**src/rtl/bram_arb_pkg.sv**
```systemverilog
// Shared types and helpers for the BRAM port arbiter: FSM state encoding,
// index width sizing and the round-robin pointer increment.
package bram_arb_pkg;

    typedef enum logic [0:0] {
        ARB    = 1'b0,
        LOCKED = 1'b1
    } arb_state_t;

    localparam int NUM_REQ_DEF = 3;
    localparam int ID_W        = (NUM_REQ_DEF > 1) ? $clog2(NUM_REQ_DEF) : 1;

    // Requester index width for n requesters; never narrower than one bit.
    function automatic int id_width(input int n);
        return (n > 1) ? $clog2(n) : 1;
    endfunction

    // Advance a requester index by one, wrapping back to 0 after n-1.
    function automatic logic [7:0] ptr_inc(input logic [7:0] ptr, input int n);
        if (int'(ptr) >= (n - 1)) begin
            return 8'd0;
        end else begin
            return ptr + 8'd1;
        end
    endfunction

endpackage

```
**src/rtl/bram_port_arbiter_if.sv**
```systemverilog
// Requester-side handshake plus the shared BRAM port, bundled for the arbiter.
// master = requesters, slave = arbiter, mem = the BRAM itself.
interface bram_port_arbiter_if #(
    parameter int NUM_REQ    = 3,
    parameter int ADDR_WIDTH = 17,
    parameter int DATA_WIDTH = 32
);
    localparam int BE_W = DATA_WIDTH / 8;

    logic [NUM_REQ-1:0]            req_valid;
    logic [NUM_REQ-1:0]            req_ready;
    logic [NUM_REQ*ADDR_WIDTH-1:0] req_addr;
    logic [NUM_REQ*DATA_WIDTH-1:0] req_wdata;
    logic [NUM_REQ*BE_W-1:0]       req_we;
    logic [NUM_REQ-1:0]            req_lock;
    logic [NUM_REQ-1:0]            rsp_valid;
    logic [DATA_WIDTH-1:0]         rsp_data;

    logic                          bram_en;
    logic [BE_W-1:0]               bram_we;
    logic [ADDR_WIDTH-1:0]         bram_addr;
    logic [DATA_WIDTH-1:0]         bram_data_in;
    logic [DATA_WIDTH-1:0]         bram_data_out;

    modport master (
        output req_valid, req_addr, req_wdata, req_we, req_lock,
        input  req_ready, rsp_valid, rsp_data
    );

    modport slave (
        input  req_valid, req_addr, req_wdata, req_we, req_lock, bram_data_out,
        output req_ready, rsp_valid, rsp_data,
        output bram_en, bram_we, bram_addr, bram_data_in
    );

    modport mem (
        input  bram_en, bram_we, bram_addr, bram_data_in,
        output bram_data_out
    );

endinterface

```
**src/rtl/rr_priority_select.sv**
```systemverilog
// Rotating priority encoder: picks the first set request at or after `start`,
// wrapping modulo N, and reports it both one-hot and as a binary index.
module rr_priority_select #(
    parameter int N     = 3,
    parameter int IDX_W = 2
) (
    input  logic [N-1:0]     req,
    input  logic [IDX_W-1:0] start,
    output logic [N-1:0]     gnt,
    output logic [IDX_W-1:0] idx,
    output logic             any
);

    int               pos_s;
    logic [IDX_W-1:0] sel_s;

    // Scan N positions starting at `start`; the first hit wins.
    always_comb begin
        gnt   = {N{1'b0}};
        idx   = {IDX_W{1'b0}};
        any   = 1'b0;
        pos_s = 0;
        sel_s = {IDX_W{1'b0}};
        for (int k = 0; k < N; k++) begin
            pos_s = int'(start) + k;
            if (pos_s >= N) begin
                pos_s = pos_s - N;
            end else begin
                pos_s = pos_s;
            end
            sel_s = IDX_W'(pos_s);
            if (!any && req[sel_s]) begin
                any        = 1'b1;
                gnt[sel_s] = 1'b1;
                idx        = sel_s;
            end else begin
                any = any;
            end
        end
    end

endmodule

```
**src/rtl/bram_port_arbiter.sv**
```systemverilog
// Round-robin arbiter sharing one BRAM port among NUM_REQ requesters, with
// locked bursts, an idle-lock timeout and per-requester read response tagging.
module bram_port_arbiter
    import bram_arb_pkg::*;
#(
    parameter int NUM_REQ      = 3,
    parameter int ADDR_WIDTH   = 17,
    parameter int DATA_WIDTH   = 32,
    parameter int LOCK_TIMEOUT = 16
) (
    input  logic               clk,
    input  logic               rst_n,
    bram_port_arbiter_if.slave bus,
    output logic               lock_active,
    output logic               lock_timeout
);

    localparam int BE_W  = DATA_WIDTH / 8;
    localparam int IDX_W = id_width(NUM_REQ);
    localparam int CNT_W = (LOCK_TIMEOUT > 1) ? $clog2(LOCK_TIMEOUT) : 1;
    localparam logic [CNT_W-1:0] IDLE_LAST =
        (LOCK_TIMEOUT > 0) ? CNT_W'(LOCK_TIMEOUT - 1) : {CNT_W{1'b0}};
    localparam logic TIMEOUT_EN = (LOCK_TIMEOUT != 0);

    arb_state_t             state_r;
    logic [IDX_W-1:0]       rr_ptr_r;
    logic [IDX_W-1:0]       owner_r;
    logic [CNT_W-1:0]       idle_cnt_r;
    logic [NUM_REQ-1:0]     rsp_valid_r;
    logic                   lock_active_r;
    logic                   lock_timeout_r;

    logic [NUM_REQ-1:0]     elig_s;
    logic [IDX_W-1:0]       start_s;
    logic [NUM_REQ-1:0]     gnt_s;
    logic [IDX_W-1:0]       win_s;
    logic                   any_s;
    logic [ADDR_WIDTH-1:0]  win_addr_s;
    logic [DATA_WIDTH-1:0]  win_data_s;
    logic [BE_W-1:0]        win_we_s;
    logic                   win_lock_s;
    logic                   win_read_s;

    // While locked, only the owner may compete; otherwise everyone from rr_ptr.
    always_comb begin
        elig_s  = bus.req_valid;
        start_s = rr_ptr_r;
        if (state_r == LOCKED) begin
            elig_s  = bus.req_valid & ({{(NUM_REQ-1){1'b0}}, 1'b1} << owner_r);
            start_s = owner_r;
        end else begin
            elig_s  = bus.req_valid;
            start_s = rr_ptr_r;
        end
    end

    rr_priority_select #(
        .N     (NUM_REQ),
        .IDX_W (IDX_W)
    ) u_sel (
        .req   (elig_s),
        .start (start_s),
        .gnt   (gnt_s),
        .idx   (win_s),
        .any   (any_s)
    );

    // One-hot AND-OR mux of the winner's payload; all-zero when nobody wins.
    always_comb begin
        win_addr_s = {ADDR_WIDTH{1'b0}};
        win_data_s = {DATA_WIDTH{1'b0}};
        win_we_s   = {BE_W{1'b0}};
        for (int i = 0; i < NUM_REQ; i++) begin
            win_addr_s = win_addr_s | (gnt_s[i] ? bus.req_addr[i*ADDR_WIDTH +: ADDR_WIDTH]
                                                : {ADDR_WIDTH{1'b0}});
            win_data_s = win_data_s | (gnt_s[i] ? bus.req_wdata[i*DATA_WIDTH +: DATA_WIDTH]
                                                : {DATA_WIDTH{1'b0}});
            win_we_s   = win_we_s   | (gnt_s[i] ? bus.req_we[i*BE_W +: BE_W]
                                                : {BE_W{1'b0}});
        end
        win_lock_s = |(bus.req_lock & gnt_s);
        win_read_s = any_s && (win_we_s == {BE_W{1'b0}});
    end

    assign bus.req_ready    = gnt_s;
    assign bus.bram_en      = any_s;
    assign bus.bram_we      = win_we_s;
    assign bus.bram_addr    = win_addr_s;
    assign bus.bram_data_in = win_data_s;
    assign bus.rsp_valid    = rsp_valid_r;
    assign bus.rsp_data     = bus.bram_data_out;
    assign lock_active      = lock_active_r;
    assign lock_timeout     = lock_timeout_r;

    // Arbitration FSM, round-robin pointer, lock idle counter and read tagging.
    always_ff @(posedge clk or negedge rst_n) begin
        if (!rst_n) begin
            state_r        <= ARB;
            rr_ptr_r       <= {IDX_W{1'b0}};
            owner_r        <= {IDX_W{1'b0}};
            idle_cnt_r     <= {CNT_W{1'b0}};
            rsp_valid_r    <= {NUM_REQ{1'b0}};
            lock_active_r  <= 1'b0;
            lock_timeout_r <= 1'b0;
        end else begin
            lock_timeout_r <= 1'b0;
            rsp_valid_r    <= win_read_s ? gnt_s : {NUM_REQ{1'b0}};
            case (state_r)
                ARB: begin
                    if (any_s) begin
                        rr_ptr_r <= IDX_W'(ptr_inc(8'(win_s), NUM_REQ));
                        if (win_lock_s) begin
                            owner_r       <= win_s;
                            idle_cnt_r    <= {CNT_W{1'b0}};
                            state_r       <= LOCKED;
                            lock_active_r <= 1'b1;
                        end
                    end
                end
                LOCKED: begin
                    // An owner transfer takes precedence over a due timeout.
                    if (any_s) begin
                        idle_cnt_r <= {CNT_W{1'b0}};
                        if (!win_lock_s) begin
                            state_r       <= ARB;
                            lock_active_r <= 1'b0;
                            rr_ptr_r      <= IDX_W'(ptr_inc(8'(owner_r), NUM_REQ));
                        end
                    end else if (TIMEOUT_EN && (idle_cnt_r == IDLE_LAST)) begin
                        state_r        <= ARB;
                        lock_active_r  <= 1'b0;
                        rr_ptr_r       <= IDX_W'(ptr_inc(8'(owner_r), NUM_REQ));
                        lock_timeout_r <= 1'b1;
                        idle_cnt_r     <= {CNT_W{1'b0}};
                    end else begin
                        idle_cnt_r <= idle_cnt_r + CNT_W'(1);
                    end
                end
                default: begin
                    state_r       <= ARB;
                    lock_active_r <= 1'b0;
                end
            endcase
        end
    end

endmodule

```
**src/flat_wrapper.sv**
```systemverilog
// flat-port wrapper written by rule: the top's interface ports become plain ports
module bram_port_arbiter_flat import bram_arb_pkg::*;
#(
    parameter int NUM_REQ      = 3,
    parameter int ADDR_WIDTH   = 17,
    parameter int DATA_WIDTH   = 32,
    parameter int LOCK_TIMEOUT = 16
)
  (clk, rst_n, lock_active, lock_timeout, bus_req_valid, bus_req_addr, bus_req_wdata, bus_req_we, bus_req_lock, bus_bram_data_out, bus_req_ready, bus_rsp_valid, bus_rsp_data, bus_bram_en, bus_bram_we, bus_bram_addr, bus_bram_data_in);
  bram_port_arbiter_if #(.NUM_REQ(NUM_REQ), .ADDR_WIDTH(ADDR_WIDTH), .DATA_WIDTH(DATA_WIDTH)) bus_i ();
  input  logic clk;
  input  logic rst_n;
  output logic lock_active;
  output logic lock_timeout;
  input wire logic [$bits(bus_i.req_valid)-1:0] bus_req_valid;
  input wire logic [$bits(bus_i.req_addr)-1:0] bus_req_addr;
  input wire logic [$bits(bus_i.req_wdata)-1:0] bus_req_wdata;
  input wire logic [$bits(bus_i.req_we)-1:0] bus_req_we;
  input wire logic [$bits(bus_i.req_lock)-1:0] bus_req_lock;
  input wire logic [$bits(bus_i.bram_data_out)-1:0] bus_bram_data_out;
  output wire logic [$bits(bus_i.req_ready)-1:0] bus_req_ready;
  output wire logic [$bits(bus_i.rsp_valid)-1:0] bus_rsp_valid;
  output wire logic [$bits(bus_i.rsp_data)-1:0] bus_rsp_data;
  output wire logic [$bits(bus_i.bram_en)-1:0] bus_bram_en;
  output wire logic [$bits(bus_i.bram_we)-1:0] bus_bram_we;
  output wire logic [$bits(bus_i.bram_addr)-1:0] bus_bram_addr;
  output wire logic [$bits(bus_i.bram_data_in)-1:0] bus_bram_data_in;
  assign bus_i.req_valid = bus_req_valid;
  assign bus_i.req_addr = bus_req_addr;
  assign bus_i.req_wdata = bus_req_wdata;
  assign bus_i.req_we = bus_req_we;
  assign bus_i.req_lock = bus_req_lock;
  assign bus_i.bram_data_out = bus_bram_data_out;
  assign bus_req_ready = bus_i.req_ready;
  assign bus_rsp_valid = bus_i.rsp_valid;
  assign bus_rsp_data = bus_i.rsp_data;
  assign bus_bram_en = bus_i.bram_en;
  assign bus_bram_we = bus_i.bram_we;
  assign bus_bram_addr = bus_i.bram_addr;
  assign bus_bram_data_in = bus_i.bram_data_in;
  bram_port_arbiter #(.NUM_REQ(NUM_REQ), .ADDR_WIDTH(ADDR_WIDTH), .DATA_WIDTH(DATA_WIDTH), .LOCK_TIMEOUT(LOCK_TIMEOUT)) u_core (.clk(clk), .rst_n(rst_n), .bus(bus_i), .lock_active(lock_active), .lock_timeout(lock_timeout));
endmodule
```
**config.mk**
```make
export PLATFORM = sky130hd
export DESIGN_NAME = bram_port_arbiter_flat
export DESIGN_NICKNAME = d
export VERILOG_FILES = /design/src/rtl/bram_arb_pkg.sv /design/src/rtl/bram_port_arbiter_if.sv /design/src/rtl/rr_priority_select.sv /design/src/rtl/bram_port_arbiter.sv /design/src/flat_wrapper.sv
export SDC_FILE = /design/constraint.sdc
export NUM_CORES = 1
export LEC_CHECK = 0
export ABC_AREA = 1
export ABC_CLOCK_PERIOD_IN_PS = 3500
export CAP_MARGIN = 20
export CORE_AREA = 2 2 115 117
export CTS_BUF_LIST = sky130_fd_sc_hd__clkbuf_8 sky130_fd_sc_hd__clkbuf_16
export CTS_CLUSTER_DIAMETER = 60
export CTS_CLUSTER_SIZE = 16
export DETAILED_ROUTE_END_ITERATION = 8
export DIE_AREA = 0 0 117 119
export SLEW_MARGIN = 40
export SYNTH_ARGS = -nofsm -noshare
export SYNTH_HDL_FRONTEND = slang
export SYNTH_HIERARCHICAL = 1
export SYNTH_SLANG_ARGS = --single-unit
export TNS_END_PERCENT = 30
```
**constraint.sdc**
```tcl
create_clock -name clk -period 3.5 [get_ports clk]
set_input_delay 1.05 -clock clk [delete_from_list [all_inputs] [get_ports clk]]
set_output_delay 1.05 -clock clk [all_outputs]
set_load 0.005 [all_outputs]
```
Figure 1. Met3 routing (run 1).
The bar under the picture is 20 um long.
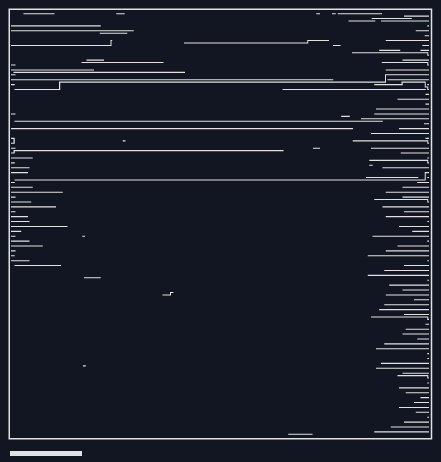
longest straight run: 114 um
wire length on this layer: 1770 um
nets with wire on the layer: 127
main direction: horizontal
share of all routed wire: 11%
met3 usage in global routing: 0.0794
total wire length after detailed routing: 15400 um
via count: 3778

Figure 2. Signal wires on met2 (run 1).
Cells faint in the background.
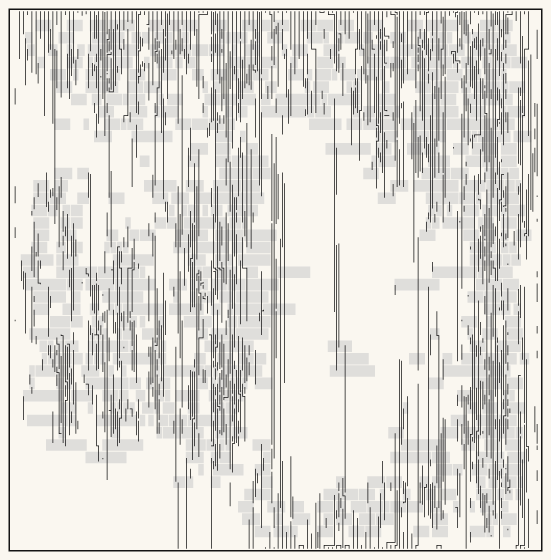
main direction: vertical
nets with wire on the layer: 775
wire length on this layer: 7720 um
met2 track demand over resource in global routing: 0.365

==> tab_implementation.tex, run 1 <==
% Synthesis and place-and-route results
\begin{tabular}{lr}
\hline
Metric & Value \\
\hline
\multicolumn{2}{l}{\textbf{Clock tree}} \\
Number of levels the H-tree was split into & 1 \\
Clock sink total & 14 \\
Post-CTS clock slew at the launch and capture registers of the worst setup and hold paths & about 0.05 ns \\
TritonCTS clock tree & built \\
Clock Tree Buf Depth & 2 \\
\multicolumn{2}{l}{\textbf{Synthesis}} \\
FA/HA/MAJ Cells, Area Fraction & 0.0267 \\
Sequential element share of the synthesized area & 0.149 \\
Yosys Instances & 423 \\
Net count entering floorplan & 627 \\
AND-OR/OR-AND Cells, Area Fraction & 0.0293 \\
Share of Yosys cell area claimed by the top area cell type & 0.336 \\
XOR Share, Synth & 0.00746 \\
Syn avg cell area & approximately 5.5 um\^{}2 \\
Post-synth cell types & 28 \\
\multicolumn{2}{l}{\textbf{Drt}} \\
Final antenna-violating net count & 0 \\
DR top layer & met4 \\
Residual DRC count & 0 \\
Violation tally from detailed-route iteration zero & approximately 110 \\
Mean number of vias per cell & between 4 and 5 \\
Router iterations before antenna repair & 4 \\
\multicolumn{2}{l}{\textbf{Cells and area}} \\
Area Growth Syn to Fin & 166\% \\
Highest-count cells in the layout ignoring fill and taps & sky130\_fd\_sc\_hd\_\_clkdlybuf4s50\_1, sky130\_fd\_sc\_hd\_\_nand2\_1, sky130\_fd\_sc\_hd\_\_nand2\_2 \\
ANT cells & 0 \\
Inverters excl. clock & 27 \\
Number of inserted filler cells in the final layout & approximately 1200 \\
Logic area & $\sim$2200 um\^{}2 \\
Seq. cell area & 352 um\^{}2 \\
\multicolumn{2}{l}{\textbf{Setup path}} \\
Total buffers and inverters traversed by the critical path & 7 \\
Highest net fanout along the worst path & 8 \\
\multicolumn{2}{l}{\textbf{STA}} \\
RSZ-0062 raised after global routing & yes \\
Post-layout period usage of the worst path & 1.05 \\
Worst hold slack & $\sim$0.48 ns \\
Worst setup margin & -0.192 ns \\
Worst slew margin relative to its limit & 0.585 \\
Final setup violating endpoints & $\sim$54 \\
\multicolumn{2}{l}{\textbf{Die}} \\
Init Core Util & 0.182 \\
DIE HEIGHT & between 100 and 150 um \\
Chip width & between 100 and 150 um \\
Die Area & between 10000 and 15000 um\^{}2 \\
Number of rows created at floorplan & 42 \\
\multicolumn{2}{l}{\textbf{Placement}} \\
Input/output buffers & 228 \\
Final RePlAce weighted congestion & $\sim$0.89 \\
DP Wirelength & about 10000 um \\
Placement-stage cell area & approximately 4800 um\^{}2 \\
\multicolumn{2}{l}{\textbf{Status}} \\
Status & complete, but fails checks \\
Violations in the final reports & negative setup slack \\
\multicolumn{2}{l}{\textbf{Power}} \\
Leakage & 0.00307 uW \\
\hline
\end{tabular}
Figure 3. Cell classes on the final placement (run 1).
Fill, decap, tap and diode cells in grey.
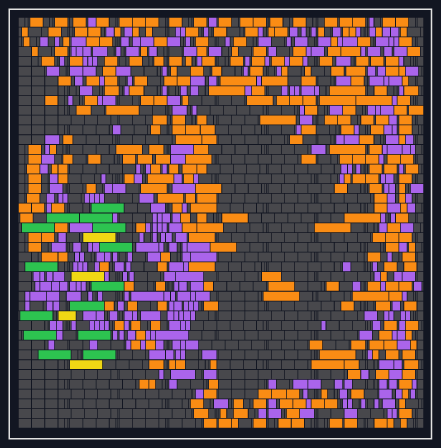
| colour | class | cells | share of their area |
|---|---|---|---|
| green | registers | 14 | 5.8% |
| orange | remaining buffers and delay cells | 317 | 55% |
| yellow | clock drivers and dummy loads | 4 | 1.5% |
| purple | remaining logic cells | 357 | 38% |
Std-Cell Core Area: 12900 um^2
sequential share of cell area: 0.0563
Layout Cell Area excl Fill: 6240 um^2

[run 1: path summary, 6_finish.rpt]
check                                                     from                             end  slack (ns)
worst max-delay path                          bus_req_valid[2]            bus_bram_data_in[24]       -0.19
worst min-delay path            u_core/rr_ptr_r[0]$_DFFE_PN0P_  u_core/rr_ptr_r[0]$_DFFE_PN0P_        0.48
worst max register to register        u_core/state_r$_DFF_PN0_  u_core/rr_ptr_r[1]$_DFFE_PN0P_        0.68
worst min register to register  u_core/rr_ptr_r[0]$_DFFE_PN0P_  u_core/rr_ptr_r[0]$_DFFE_PN0P_        0.48
max in group asynchronous                                rst_n        u_core/state_r$_DFF_PN0_        1.87
min in group asynchronous                                rst_n   u_core/lock_timeout$_DFF_PN0_        1.20
[run 1: logic make-up (layout without fill, tap and decap cells)]
group                    after synthesis  count (layout)
AND/OR/NAND/NOR                      313             313
buffers and inverters                 79             348
flip-flops                            14              14
AND-OR/OR-AND                         10              10
XOR/XNOR                               2               2
adder cells (fa/ha/maj)                5               5
[run 1: registers in the layout, indices dropped and copies added, names as in the netlist]
register,cells
u_core/bus.rsp_valid,3
u_core/idle_cnt_r,4
u_core/lock_active,1
u_core/lock_timeout,1
u_core/owner_r,2
u_core/rr_ptr_r,2
u_core/state_r,1
[run 1: power by group]
group / internal (uW) / switching (uW) / total [uW]
combinational: 4800 / 4090 / 8900
clock: 173 / 65.8 / 239
sequential: 212 / 31.8 / 244
[run 1: routing by layer]
metal	global-route usage	vias up
met4	0.0515	0
met3	0.0794	33
met5	0	-
met1	0.213	1765
met2	0.365	140
li1	-	1840
[run 1: repair_timing]
action,in CTS,in global routing
buffers inserted,43,8
gates cloned,13,2
pin swaps,39,23
endpoints found under the setup margin,57,57
resized,379,77
Figure 4. Nets reached from selected ports (run 1).
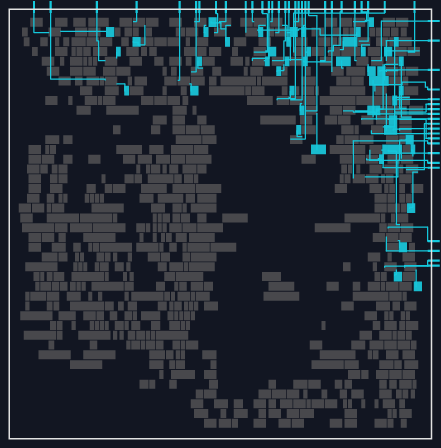

--- run 2 (diff from run 1) ---
- DONT_BUFFER_PORTS: unset -> 1
- GPL_TIMING_DRIVEN: unset -> 0
Figure 5. Nets reached from selected ports (run 2).
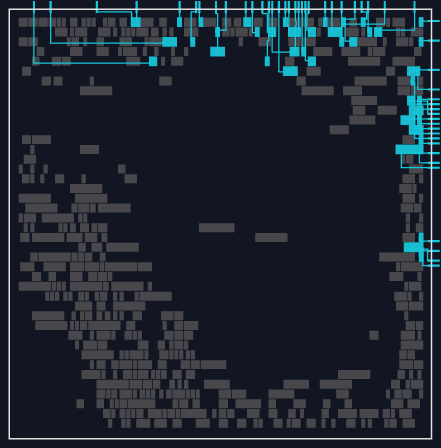
| colour | port | direction | edge | end cells | buffers | wire |
|---|---|---|---|---|---|---|
| cyan | bus_req_addr | input | 30 north, 21 east | 51 | 0 | 477 um |
input/output buffers: 0
ports placed on the boundary: 293

==> tab_implementation.tex, run 2 <==
% Synthesis and place-and-route results
\begin{tabular}{lr}
\hline
Metric & Value \\
\hline
\multicolumn{2}{l}{\textbf{Clock tree}} \\
Post-CTS clock slew at the launch and capture registers of the worst setup and hold paths & around 0.04 ns \\
Clock Tree Buf Depth & 2 \\
TritonCTS clock tree & built \\
Number of levels the H-tree was split into & 1 \\
Clock sink total & 14 \\
\multicolumn{2}{l}{\textbf{Power}} \\
Leakage & between 0.002 and 0.0025 uW \\
Highest-power group & combinational logic \\
Clk network pwr share & 0.034 \\
Combinational group share of total power & 0.931 \\
Power attributed to the clock group & between 200 and 250 uW \\
Power of the combinational group & between 6000 and 7000 uW \\
\multicolumn{2}{l}{\textbf{STA}} \\
Worst setup margin & -0.0749 ns \\
RSZ-0062 raised after global routing & yes \\
Final setup violating endpoints & between 50 and 60 \\
Post-layout period usage of the worst path & 1.02 \\
Worst slew margin relative to its limit & 0.759 \\
\multicolumn{2}{l}{\textbf{Die}} \\
Chip width & about 120 um \\
DIE HEIGHT & 119 um \\
Number of rows created at floorplan & around 42 \\
Die Area & 13900 um\^{}2 \\
\multicolumn{2}{l}{\textbf{Cells and area}} \\
Flip-flop count of the largest register, all copies and words added & 4 \\
Layout Cell Area excl Fill & between 3000 and 4000 um\^{}2 \\
Area Growth Syn to Fin & 68.7\% \\
Highest-count cells in the layout ignoring fill and taps & sky130\_fd\_sc\_hd\_\_nand2\_1, sky130\_fd\_sc\_hd\_\_buf\_4, sky130\_fd\_sc\_hd\_\_nand3\_2 \\
Register containing the most flip-flops in the final layout & u\_core/idle\_cnt\_r \\
\multicolumn{2}{l}{\textbf{Synthesis}} \\
Post-synth cell types & 28 \\
Yosys Instances & about 420 \\
Share of Yosys cell area claimed by the top area cell type & 0.336 \\
Sequential element share of the synthesized area & 0.149 \\
\multicolumn{2}{l}{\textbf{Setup path}} \\
Worst setup path startpoint & bus\_req\_valid[2] \\
Destination of the critical timing path & bus\_bram\_data\_in[31] \\
FF-to-FF Start & u\_core/state\_r\$\_DFF\_PN0\_ \\
Highest net fanout along the worst path & 5 \\
\multicolumn{2}{l}{\textbf{Status}} \\
Violations in the final reports & negative setup slack \\
Status & complete, but fails checks \\
\multicolumn{2}{l}{\textbf{Drt}} \\
DR top layer & met4 \\
Violation tally from detailed-route iteration zero & 146 \\
Residual DRC count & 0 \\
Total wire length after detailed routing & approximately 13000 um \\
Router iterations before antenna repair & 4 \\
\multicolumn{2}{l}{\textbf{Worst hold path}} \\
Origin of the worst min-delay path & u\_core/rr\_ptr\_r[1]\$\_DFFE\_PN0P\_ \\
WHS Endpoint & u\_core/rr\_ptr\_r[1]\$\_DFFE\_PN0P\_ \\
\multicolumn{2}{l}{\textbf{Global routing}} \\
Highest-utilization routing layer at the global route stage & met2 \\
Met3 usage in global routing & 0.0280 \\
Met2 track demand over resource in global routing & 0.249 \\
\multicolumn{2}{l}{\textbf{Placement}} \\
Placement-stage cell area & between 2000 and 3000 um\^{}2 \\
Final RePlAce weighted congestion & around 0.81 \\
\hline
\end{tabular}
Figure 6. Signal wires on met2 (run 2).
Cells faint in the background.
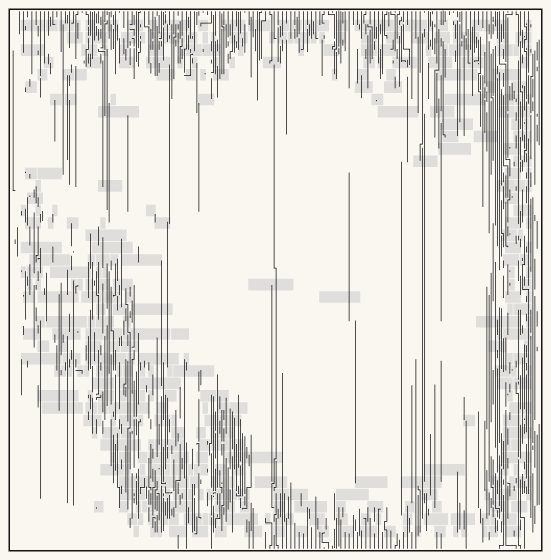
wire length on this layer: 6380 um
longest straight run: 81.6 um
main direction: vertical
nets with wire on the layer: 600
share of all routed wire: 50%

## run 2: cell count changes in the layout (fill, tap and decap cells not counted), moves of 5 or more
cell,previous run,this run
sky130_fd_sc_hd__buf_16,12,2
sky130_fd_sc_hd__buf_6,29,6
sky130_fd_sc_hd__clkbuf_16,5,10
sky130_fd_sc_hd__nand3_2,49,58
sky130_fd_sc_hd__nand2_1,129,144
sky130_fd_sc_hd__nand3_1,21,13
sky130_fd_sc_hd__buf_12,16,7
sky130_fd_sc_hd__buf_4,40,59
sky130_fd_sc_hd__clkdlybuf4s50_1,168,0
sky130_fd_sc_hd__buf_2,43,0
sky130_fd_sc_hd__buf_8,4,10
sky130_fd_sc_hd__nand2_2,66,53
## run 2: layout make-up
class / count / area, um^2
fillers: 1382 / 8920
multi-input cells: 330 / 2150
plain buffers: 51 / 553
repair buffers: 40 / 478
flip-flops and latches: 14 / 350
well taps: 176 / 220
inverters: 27 / 114
clock buffers: 4 / 88.8
diodes: 1 / 2.50
## run 2: repair_timing
item	4_1_cts	5_1_grt
pin swaps	7	69
endpoints found under the setup margin	53	56
gates resized	74	153
cloned	2	7
endpoints found under the hold margin	0	0
setup buffers	26	7
## run 2: cell families (layout without fill, tap and decap cells)
| kind of cell | Yosys count | after routing | share of synthesized area |
|---|---|---|---|
| buffers and inverters | 79 | 122 | 0.203 |
| flip-flops | 14 | 14 | 0.149 |
| other | 0 | 1 | 0 |
| XOR/XNOR | 2 | 2 | 0.00746 |
| AND-OR/OR-AND | 10 | 10 | 0.0293 |
| AND/OR/NAND/NOR | 313 | 313 | 0.585 |
| adder cells (fa/ha/maj) | 5 | 5 | 0.0267 |
Power is estimated from default activity; no workload was simulated.
